==> config.mk <==
export PLATFORM = sky130hd
export DESIGN_NAME = tx_serial_arbiter
export DESIGN_NICKNAME = d
export VERILOG_FILES = /design/src/rtl/tx_serial_arbiter.sv
export SDC_FILE = /design/constraint.sdc
export NUM_CORES = 1
export LEC_CHECK = 0
export ABC_AREA = 1
export CAP_MARGIN = 20
export CORE_UTILIZATION = 40
export CTS_CLUSTER_SIZE = 25
export DETAILED_ROUTE_END_ITERATION = 8
export PLACE_DENSITY = 0.83
export REMOVE_ABC_BUFFERS = 1
export SYNTH_ARGS = -nofsm -noshare
export SYNTH_HDL_FRONTEND = slang
export SYNTH_SLANG_ARGS = --single-unit
==> constraint.sdc <==
create_clock -name clk_i -period 6.7 [get_ports clk_i]
set_clock_uncertainty 0.05 [all_clocks]
set_input_delay 1.005 -clock clk_i [delete_from_list [all_inputs] [get_ports clk_i]]
set_output_delay 1.005 -clock clk_i [all_outputs]
set_load 0.02 [all_outputs]
==> run_1/sizing.png <==
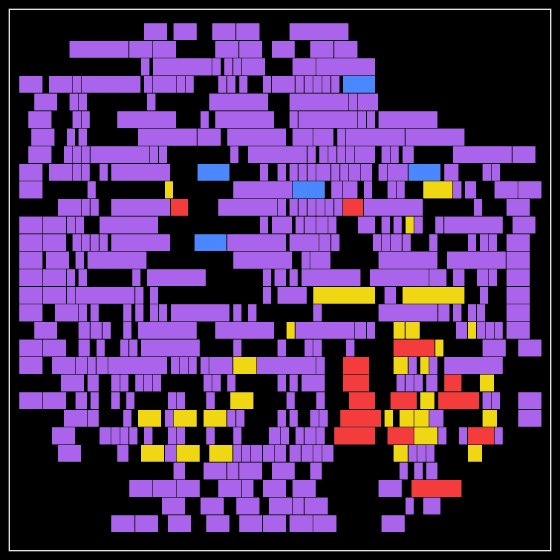
Key: red = x3 and x4 [cells 14, share 3.2%]; yellow = x2 [cells 29, share 6.7%]; blue = x6 and larger [cells 5, share 1.2%]; purple = x1 and smaller [cells 385, share 89%]
Signal buffers: 92
PnR worst setup slack: 2.43 ns
Area Overhead vs Synth: 37.4%

==> run_1/m1.png <==
Cells faint in the background.
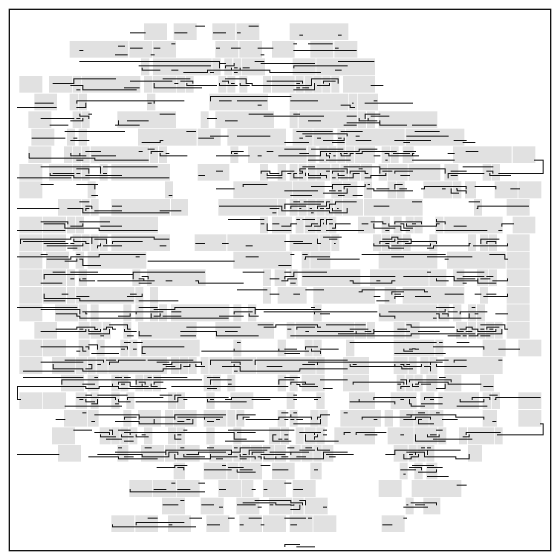
420 nets have wire on it. The wires run mostly horizontal.
Via Count: 2524
met1 usage: 24.3%
total routed wirelength: 6180 um

==> run_1/m2.png <==
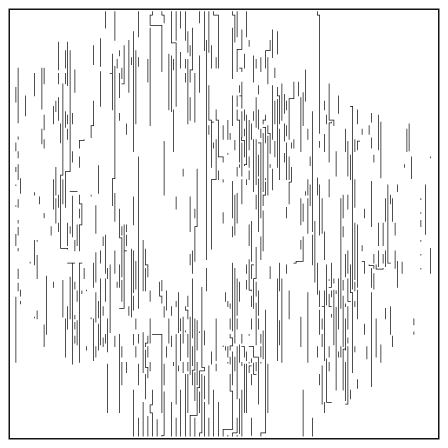
The layer carries 3000 um of wire. 403 nets have wire on it. The layer holds 49% of the routed length.
grt met2 use: 31.0%

==> run_1/congestion_map.png <==
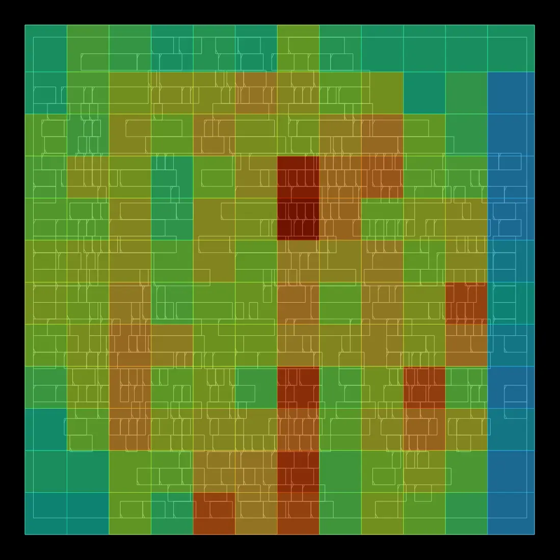
wire per inst: 12.1 um
post-layout util: 57.3%
GRT Resource Usage Total: 18.0%
met3 GRT Util: 1.98%
grt peak-use layer: met2

==> Slide: Implementation Results, run 1 <==
Key Metrics from the Run

Global route
  – Initial antenna violation count: 0
  – Vias in the first global route: 2380

Place
  – DP Worst Slack: 2.41 ns
  – Placement-stage cell area: 3570 um^2
  – Dpl hpwl: 4590 um

Worst setup path
  – Crit-path leading delay family: buffers and inverters
  – Worst-path maximum fanout: 28
  – Crit-path slowest cell: clkdlybuf4s50_1
  – Crit path capture type: primary output

Layout
  – Layout cells sized above 1: 11.1%
  – Logic cell area: 1300 um^2
  – Layout clock buffers: 6
  – Multi-input gates: 259

Power
  – VDD IR max: 246 uV
  – Reg power frac: 29.4%
  – Seq. pwr: 0.468 mW
  – Comb power frac: 60.2%

Routing
  – Post-route ant nets: 0
  – Routed wl met2: 3000 um
  – Top layer in use: met4
  – Met1 Wirelength: 2800 um

Yosys
  – Ys flops: 46
  – XORs/XNORs by Area: 2.30%
  – Top cells by count: 145 x nand2_1, 44 x dfrtp_1, 32 x nand3_1
  – Mux frac, synth: 0%
  – Synth area leader: dfrtp_1
  – Post-Synthesis Cells: 344
  – Adder Share, Synth: 0.939%

Run status
  – Outcome: finished clean

Floorplanning
  – Die width: 83.6 um
  – IO Pins: 91

Clocking
  – Clock transition at path regs: 0.08 ns
  – Max clock buf depth: 2
  – Post-CTS setup buffers: 0

STA
  – Peak Freq: 234 MHz
==> run 1 -> run 2 <==
==> constraint.sdc (replaced) <==
create_clock -name clk_i -period 4 [get_ports clk_i]
set_clock_uncertainty 0.05 [all_clocks]
set_input_delay 0.6 -clock clk_i [delete_from_list [all_inputs] [get_ports clk_i]]
set_output_delay 0.6 -clock clk_i [all_outputs]
set_load 0.02 [all_outputs]
==> run_2/m2.png <==
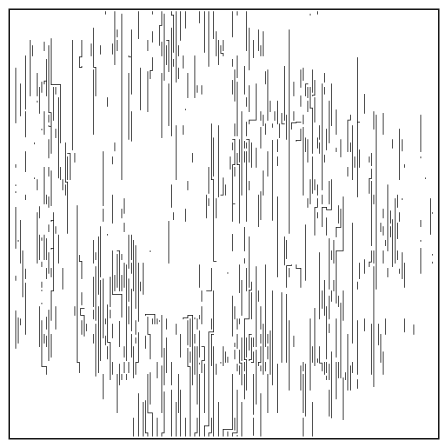
397 nets have wire on it. The wires run mostly vertical. The longest straight run is 39.8 um. The layer holds 48% of the routed length.
total routed wirelength: 6250 um
Via Count: 2477
grt met2 use: 33.5%

==> run_2/sizing.png <==
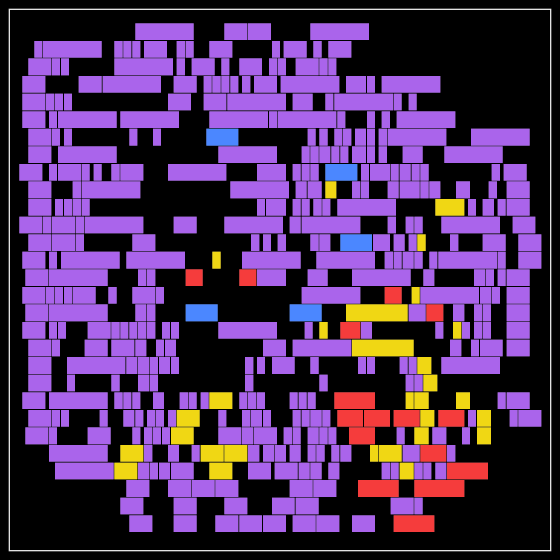
Key: red = x3 and x4 [cells 16, share 3.7%]; purple = x1 and smaller [cells 384, share 88%]; blue = x6 and larger [cells 5, share 1.2%]; yellow = x2 [cells 29, share 6.7%]
PnR worst setup slack: 0.504 ns
finished layout cell area: 3670 um^2
Area Overhead vs Synth: 37.9%
Signal buffers: 93

==> run_2/util_map.png <==
Scale bar: 20 um. The die is cut into 8 by 8 equal tiles; dark blue is low, red is high, 0 to 100% covered.
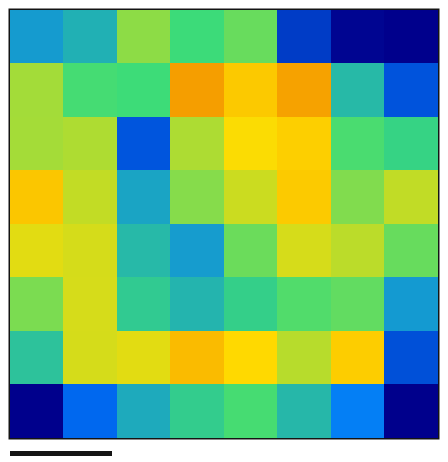
The mean over all tiles is 51%. 14% of the tiles are over 75% full. The fullest tile reaches 82%. The emptiest ninth of the die: top right. 6.2% of the tiles are nearly empty.
post-layout util: 57.5%
Starting Density: 41.7%
Core Box Area: 6390 um^2

==> run 2 against run 1 <==
  * Clock power increased by about 70%
  * Highest routed layer unchanged
  * Die area stayed put
  * Hold slack worse by 0.0012 ns
==> Slide: Implementation Results, run 2 <==
Key Metrics from the Run

Run status
  – Outcome: finished clean (unchanged)

Floorplanning
  – Die width: 83.6 um (unchanged)
  – N_taps: 77 (unchanged)
  – IO Pins: 91 (unchanged)

Layout
  – Layout clock buffers: 5 (was 6)
  – Ant diodes: 0 (unchanged)
  – Seq cells: 46 (unchanged)
  – Layout cells sized above 1: 11.5% (was 11.1%)
  – Logic cell area: 1300 um^2 (unchanged)
  – Invs w/o clock: 28 (unchanged)
  – Multi-input gates: 259 (unchanged)

Place
  – Buffers on Ports: 90 (unchanged)
  – Dpl hpwl: 4670 um (was 4590 um)
  – DP Worst Slack: 0.576 ns (was 2.41 ns)
  – Placement-stage cell area: 3580 um^2 (was 3570 um^2)

Power
  – VDD IR max: 434 uV (was 246 uV)
  – Reg power frac: 29.2% (was 29.4%)
  – Seq. pwr: 0.777 mW (was 0.468 mW)

Global route
  – GRT Resource Usage Total: 19.5% (was 18.0%)
  – Met3 GRT Util: 3.76% (was 1.98%)
  – Initial antenna violation count: 0 (unchanged)
  – Vias in the first global route: 2522 (was 2380)
  – Largest net degree at the start of global routing: 47 (unchanged)
  – Grt peak-use layer: met2 (unchanged)

Yosys
  – Top cells by count: 145 x nand2_1, 44 x dfrtp_1, 32 x nand3_1 (unchanged)
  – Mux frac, synth: 0% (unchanged)
  – Ys flops: 46 (unchanged)
  – Adder Share, Synth: 0.939% (unchanged)
  – Synth area leader: dfrtp_1 (unchanged)
  – XORs/XNORs by Area: 2.30% (unchanged)

Routing
  – Post-route ant nets: 0 (unchanged)
  – Wire per inst: 12.2 um (was 12.1 um)
  – Met3 wire length: 310 um (was 298 um)
  – Met1 Wirelength: 2780 um (was 2800 um)
  – Top layer in use: met4 (unchanged)
  – Routed wl met2: 3020 um (was 3000 um)
  – Iteration-0 DRC count of the detailed router: 143 (was 112)

Worst setup path
  – Worst Path Buf+Inv: 3 (was 4)
  – Worst EP arrival: 2.85 ns (was 3.21 ns)
  – Crit path capture type: primary output (unchanged)
  – Crit-path leading delay family: simple AND/OR/NAND/NOR gates (was buffers and inverters)

Clocking
  – CTS Buf Count: 5 (unchanged)
  – Post-CTS setup buffers: 0 (unchanged)
  – Clk root buf: clkbuf_8 (unchanged)
  – Max clock buf depth: 2 (unchanged)
  – Clock transition at path regs: 0.08 ns (about the same)
  – TritonCTS Sinks: 46 (unchanged)

STA
  – Peak Freq: 286 MHz
No activity file was given, so power comes from the tool's default toggle rates.
